**Zoomed window**

Region (114, 114) to (154, 154) um. Cells in grey, sequential cells in the stronger grey; small squares are vias.
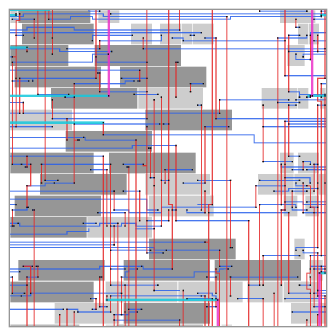
**Clock wires, drivers and flops**

Scale bar: 100 um.
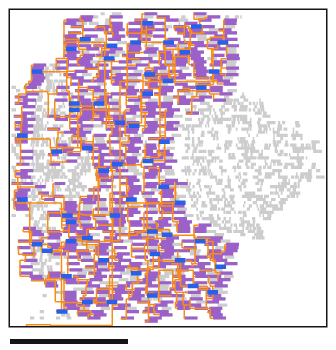
<file path="src/rtl/dcs_pkg.sv">
// rtl/dcs_pkg.sv - shared constants and state types for the DCS result requantiser
package dcs_pkg;

    localparam int N_ELEM = 8;
    localparam int IN_W   = 32;
    localparam int OUT_W  = 8;
    localparam int SH_W   = 5;
    localparam int CNT_W  = $clog2(N_ELEM);

    typedef enum logic [1:0] {
        IDLE,
        SHIFT,
        EMIT
    } emit_state_t;

    typedef enum logic [1:0] {
        EMPTY,
        FILLING,
        FULL
    } bank_st_t;

endpackage

</file>
<file path="src/rtl/dcs_requant_if.sv">
// rtl/dcs_requant_if.sv - input beat stream and requantised output stream bundle
interface dcs_requant_if;
    import dcs_pkg::*;

    logic             in_valid;
    logic [IN_W-1:0]  in_data;
    logic             out_valid;
    logic             out_ready;
    logic [OUT_W-1:0] out_data;
    logic             out_last;
    logic [SH_W-1:0]  out_shift;
    logic             ovf_err;

    modport slave (
        input  in_valid, in_data, out_ready,
        output out_valid, out_data, out_last, out_shift, ovf_err
    );

    modport master (
        output in_valid, in_data, out_ready,
        input  out_valid, out_data, out_last, out_shift, ovf_err
    );

endinterface

</file>
<file path="src/rtl/dcs_shift_calc.sv">
// rtl/dcs_shift_calc.sv - leading-one detect turning a vector max into the right-shift that fits OUT_W bits
module dcs_shift_calc
    import dcs_pkg::*;
(
    input  logic [IN_W-1:0] max_val,
    output logic [SH_W-1:0] shift
);

    // Ascending scan: the highest set bit at or above OUT_W wins; lower bits need no shift.
    always_comb begin
        shift = '0;
        for (int i = OUT_W; i < IN_W; i++) begin
            if (max_val[i]) begin
                shift = SH_W'(i + 1 - OUT_W);
            end
        end
    end

endmodule

</file>
<file path="src/rtl/dcs_requant.sv">
// rtl/dcs_requant.sv - ping-pong vector collector with per-vector shift, rounding and saturation to OUT_W
module dcs_requant
    import dcs_pkg::*;
(
    input logic          clk,
    input logic          rst_n,
    dcs_requant_if.slave bus
);

    logic [CNT_W-1:0] cnt;
    logic             wr_bank_q;
    logic             drop_q;
    logic             ovf_q;
    bank_st_t         bank_st [2];
    logic [IN_W-1:0]  mem     [2][N_ELEM];
    logic [IN_W-1:0]  bmax    [2];

    logic beat0, last_beat, wr_bank, drop, wr_en, fill_done;

    assign beat0     = bus.in_valid && (cnt == '0);
    assign last_beat = bus.in_valid && (cnt == CNT_W'(N_ELEM - 1));
    assign wr_bank   = beat0 ? (bank_st[0] != EMPTY) : wr_bank_q;
    assign drop      = beat0 ? ((bank_st[0] != EMPTY) && (bank_st[1] != EMPTY)) : drop_q;
    assign wr_en     = bus.in_valid && !drop;
    assign fill_done = wr_en && last_beat;

    emit_state_t      state, state_nxt;
    logic             cur;
    logic [CNT_W-1:0] idx;
    logic [SH_W-1:0]  shift_q;
    logic [SH_W-1:0]  calc_shift;
    logic             take, take_bank, free_en;

    // Counter advances even for dropped vectors so the next beat 0 stays aligned.
    always_ff @(posedge clk or negedge rst_n) begin
        if (!rst_n) begin
            cnt       <= '0;
            wr_bank_q <= 1'b0;
            drop_q    <= 1'b0;
            ovf_q     <= 1'b0;
        end else if (bus.in_valid) begin
            cnt <= cnt + 1'b1;
            if (beat0) begin
                wr_bank_q <= wr_bank;
                drop_q    <= drop;
                if (drop) begin
                    ovf_q <= 1'b1;
                end
            end
        end
    end

    always_ff @(posedge clk) begin
        if (wr_en) begin
            mem[wr_bank][cnt] <= bus.in_data;
            if (beat0 || (bus.in_data > bmax[wr_bank])) begin
                bmax[wr_bank] <= bus.in_data;
            end
        end
    end

    // Fill and free never target the same bank, so each bank updates independently.
    always_ff @(posedge clk or negedge rst_n) begin
        if (!rst_n) begin
            bank_st[0] <= EMPTY;
            bank_st[1] <= EMPTY;
        end else begin
            for (int b = 0; b < 2; b++) begin
                if (free_en && (cur == 1'(b))) begin
                    bank_st[b] <= EMPTY;
                end else if (wr_en && (wr_bank == 1'(b))) begin
                    bank_st[b] <= last_beat ? FULL : FILLING;
                end
            end
        end
    end

    dcs_shift_calc u_shift_calc (
        .max_val (bmax[cur]),
        .shift   (calc_shift)
    );

    // A bank completing its fill this cycle is taken at once to reach out_valid two cycles after the last beat.
    always_comb begin
        state_nxt = state;
        take      = 1'b0;
        take_bank = cur;
        free_en   = 1'b0;
        case (state)
            IDLE: begin
                if (bank_st[0] == FULL) begin
                    take      = 1'b1;
                    take_bank = 1'b0;
                end else if (bank_st[1] == FULL) begin
                    take      = 1'b1;
                    take_bank = 1'b1;
                end else if (fill_done) begin
                    take      = 1'b1;
                    take_bank = wr_bank;
                end
                if (take) begin
                    state_nxt = SHIFT;
                end
            end
            SHIFT: state_nxt = EMIT;
            EMIT: begin
                if (bus.out_ready && (idx == CNT_W'(N_ELEM - 1))) begin
                    free_en = 1'b1;
                    if ((bank_st[~cur] == FULL) || (fill_done && (wr_bank == ~cur))) begin
                        take      = 1'b1;
                        take_bank = ~cur;
                        state_nxt = SHIFT;
                    end else begin
                        state_nxt = IDLE;
                    end
                end
            end
            default: state_nxt = IDLE;
        endcase
    end

    always_ff @(posedge clk or negedge rst_n) begin
        if (!rst_n) begin
            state   <= IDLE;
            cur     <= 1'b0;
            idx     <= '0;
            shift_q <= '0;
        end else begin
            state <= state_nxt;
            if (take) begin
                cur <= take_bank;
            end
            if (state == SHIFT) begin
                shift_q <= calc_shift;
                idx     <= '0;
            end else if ((state == EMIT) && bus.out_ready) begin
                idx <= idx + 1'b1;
            end
        end
    end

    logic [IN_W-1:0]  word;
    logic [IN_W:0]    rnd, sum, shifted;
    logic [OUT_W-1:0] quant;

    assign word = mem[cur][idx];

    // One extra bit on the rounding add keeps an all-ones word from wrapping before saturation.
    always_comb begin
        rnd = '0;
        if (shift_q != '0) begin
            rnd = (IN_W + 1)'(1) << (shift_q - 1'b1);
        end
        sum     = {1'b0, word} + rnd;
        shifted = sum >> shift_q;
        quant   = (shifted > (IN_W + 1)'({OUT_W{1'b1}})) ? {OUT_W{1'b1}} : shifted[OUT_W-1:0];
    end

    assign bus.out_valid = (state == EMIT);
    assign bus.out_data  = (state == EMIT) ? quant : '0;
    assign bus.out_last  = (state == EMIT) && (idx == CNT_W'(N_ELEM - 1));
    assign bus.out_shift = shift_q;
    assign bus.ovf_err   = ovf_q;

endmodule
</file>
<file path="src/flat_wrapper.sv">
// flat-port wrapper written by rule: the top's interface ports become plain ports
module dcs_requant_flat import dcs_pkg::*;
  (clk, rst_n, bus_in_valid, bus_in_data, bus_out_ready, bus_out_valid, bus_out_data, bus_out_last, bus_out_shift, bus_ovf_err);
  dcs_requant_if bus_i ();
  input logic clk;
  input logic rst_n;
  input wire logic [$bits(bus_i.in_valid)-1:0] bus_in_valid;
  input wire logic [$bits(bus_i.in_data)-1:0] bus_in_data;
  input wire logic [$bits(bus_i.out_ready)-1:0] bus_out_ready;
  output wire logic [$bits(bus_i.out_valid)-1:0] bus_out_valid;
  output wire logic [$bits(bus_i.out_data)-1:0] bus_out_data;
  output wire logic [$bits(bus_i.out_last)-1:0] bus_out_last;
  output wire logic [$bits(bus_i.out_shift)-1:0] bus_out_shift;
  output wire logic [$bits(bus_i.ovf_err)-1:0] bus_ovf_err;
  assign bus_i.in_valid = bus_in_valid;
  assign bus_i.in_data = bus_in_data;
  assign bus_i.out_ready = bus_out_ready;
  assign bus_out_valid = bus_i.out_valid;
  assign bus_out_data = bus_i.out_data;
  assign bus_out_last = bus_i.out_last;
  assign bus_out_shift = bus_i.out_shift;
  assign bus_ovf_err = bus_i.ovf_err;
  dcs_requant u_core (.clk(clk), .rst_n(rst_n), .bus(bus_i));
endmodule
</file>
<file path="config.mk">
export PLATFORM = sky130hd
export DESIGN_NAME = dcs_requant_flat
export DESIGN_NICKNAME = d
export VERILOG_FILES = /design/src/rtl/dcs_pkg.sv /design/src/rtl/dcs_requant_if.sv /design/src/rtl/dcs_shift_calc.sv /design/src/rtl/dcs_requant.sv /design/src/flat_wrapper.sv
export SDC_FILE = /design/constraint.sdc
export NUM_CORES = 1
export LEC_CHECK = 0
export ABC_CLOCK_PERIOD_IN_PS = 13900
export CAP_MARGIN = 10
export CORE_UTILIZATION = 40
export DETAILED_ROUTE_END_ITERATION = 10
export RECOVER_POWER = 25
export SLEW_MARGIN = 30
export SYNTH_ARGS = -nofsm -noshare
export SYNTH_HDL_FRONTEND = slang
export SYNTH_SLANG_ARGS = --single-unit
</file>
<file path="constraint.sdc">
create_clock -name clk -period 13.9 [get_ports clk]
set_input_delay 4.17 -clock clk [delete_from_list [all_inputs] [get_ports clk]]
set_output_delay 4.17 -clock clk [all_outputs]
set_load 0.03 [all_outputs]
</file>
==> impl_metrics.toml <==
# synthesis and place-and-route metrics
[yosys]
async_flop_share_pct = 3.518
simple_gate_share_pct = 6.599
synthAoiAreaFrac_pct = 8.384
synth_top_cell_by_area = "edfxtp_1"
avgSynthCellArea_sq_um = 15.87
flop_cell = "edfxtp_1"
syn_area_sq_um = 28380
synth_seq_share_pct = 62.79
synth_cells = 1788
ys_top_logic_family = "multiplexers"
xor_area_share_pct = 0.8331
yosys.cell_types.count = 107
top_cells_by_area = "edfxtp_1 (61%), mux4_2 (13%), ha_1 (3.0%)"
synthesis.nets = 1894

[floorplan]
num_io_pins = 52
initial_core_util_pct = 40.46
core_sq_um = 70150

[placement]
postPlaceCellArea_sq_um = 30020
dp_cells = 2724
gp_congestion = 0.9295
io_buffers = 51

[clock_tree]
cts_resized = 0
cts_tree = "built"
cts_buffers = 54
cts_buffer_depth = 3
cts_setup_buffers = 0

[power_and_ir_drop]
cellLeakagePower_nw = 10.32

[run]
drv_cap = 0
tool_warnings = 27

[critical_path]
critPathSlowestCell = "dfrtp_1"
crit_path_start_kind = "flop"

[drt]
top_layer = "met4"
wirelength_um = 71970
first_iter_violations = 1428
vias = 16700
wl_per_cell_um = 25.49

[grt]
grt_pass1_wl_um = 106500
grt_max_degree = 76

[final_timing]
setup_violations = 0
relSlewSlack_pct = 10.50
rsz0062_at_grt = "false"
finalSetupTns_ps = 0
hold_violations = 0
period_needed_ps = 12250
clock_skew_ps = 19.44

[finish]
n_antenna_cell = 0
fillCellCount = 6193
area_growth_pct = 11.61
lay_top_count = "edfxtp_1"

[outcome]
outcome = "finished, final reports clean"
Back to the opening pictures, 'zoomed window':
legend:
  metal 2:
    colour: red
  metal 4:
    colour: magenta
  metal 3:
    colour: cyan
  metal 1:
    colour: blue
sequential cells in the window: 20
most frequent: edfxtp_1 (17), mux4_2 (6), ha_1 (6)
cells with their middle in the window: 53
netlist names of flops here include: u_core.mem (17), u_core.bus.out_shift (3)

Back to the opening pictures, 'clock wires, drivers and flops':
legend:
  clock wires:
    colour: orange
    length: 6450 um
  clock drivers:
    colour: blue
    count: 54
  flip-flops:
    colour: purple
    count: 597
routed clock nets: 55

kinds of logic (layout without fill, tap and decap cells):
kind of cell             count (synthesis)  in the layout
AND/OR/NAND/NOR                        396            396
XOR/XNOR                                27             27
multiplexers                           241            241
adder cells (fa/ha/maj)                 70             70
other                                    1              1
AND-OR/OR-AND                          331            331
flip-flops                             597            597
buffers and inverters                  125            220
cell type report:
| cell class | count | area [sq um] | area share, % |
|---|---|---|---|
| clock inverter | 34 | 264.0 | 0.8334 |
| clock buffer | 65 | 1414 | 4.463 |
| tap | 940 | 1176 | 3.713 |
| timing repair buffer | 90 | 845.8 | 2.670 |
| sequential | 597 | 17830 | 56.28 |
| multi-input combinational | 1066 | 10030 | 31.67 |
| inverter | 31 | 116.4 | 0.3673 |
cell usage after synthesis (21+ instances only):
cell type and number:
dfrtp_1 21, edfxtp_1 576, o21ai_0 47, inv_1 28, a21oi_1 93, buf_1 21
nand2_1 116, clkbuf_1 50, mux2i_1 60, nor2_1 122, mux4_2 168, nor3_1 39
ha_1 69
through the flow:
step	utilization, %	hold WS (ps)	worst slack [ps]
final	45.16	476.1	1646
after global placement	42.71	451.7	2764
after detailed placement	42.79	459.8	2685
after floorplan	-	447.1	3784
after global routing	45.16	487.2	1121
after CTS	45.18	480.2	2048
layer usage:
metal  up-vias  track usage (%)
li1       7316                -
met1      8694            28.25
met2       580            32.29
met3       108            3.134
met4         0            6.066
met5         -                0
final timing paths:
path	from	end	slack, ps
min in group asynchronous	rst_n	u_core.cnt[0]$_DFFE_PN0P_	3860
setup reg to reg	u_core.cnt[0]$_DFFE_PN0P_	u_core.bmax[0][27]$_DFFE_PP_	8170
hold / removal	u_core.bus.ovf_err$_DFFE_PN0P_	u_core.bus.ovf_err$_DFFE_PN0P_	480
max in group asynchronous	rst_n	u_core.idx[0]$_DFFE_PN0P_	9080
setup / recovery	u_core.cur$_DFFE_PN0P_	bus_out_data[5]	1650
hold reg to reg	u_core.bus.ovf_err$_DFFE_PN0P_	u_core.bus.ovf_err$_DFFE_PN0P_	480
state kept, by name (all words and copies together) (netlist names):
| register | count |
|---|---|
| u_core.idx | 3 |
| u_core.state | 2 |
| u_core.bus.ovf_err | 1 |
| u_core.bmax | 64 |
| u_core.bank_st | 4 |
| u_core.mem | 512 |
| u_core.bus.out_shift | 5 |
| u_core.drop_q | 1 |
| u_core.cur | 1 |
| u_core.wr_bank_q | 1 |
| u_core.cnt | 3 |
power by group:
group / leakage [nW] / internal (mW) / switching [mW]
logic: 4.05 / 1.34 / 1.99
clock network: 0.820 / 0.783 / 0.638
registers: 5.46 / 2.19 / 0.153
total: 10.3 / 4.31 / 2.78
worst reg2reg max path: stages, from the launching register on:
cell and delay (ps):
dfrtp_1 520, inv_1 140, ha_1 150, nor2b_1 400
nand2_1 180, nand2_1 100, o21a_1 550, inv_1 170
buf_4 320, mux2i_1 200, ha_1 310, a21o_1 190
a21o_1 170, a21o_1 170, a21o_1 170, a21o_1 180
a21oi_1 140, nor2b_1 50, o21ai_0 130, a21boi_0 90
o21ai_0 270, o211ai_1 130, o21ai_0 260, nor2_4 220
buf_16 240
Power figures rest on the tool's default switching activity, not on a simulated workload.
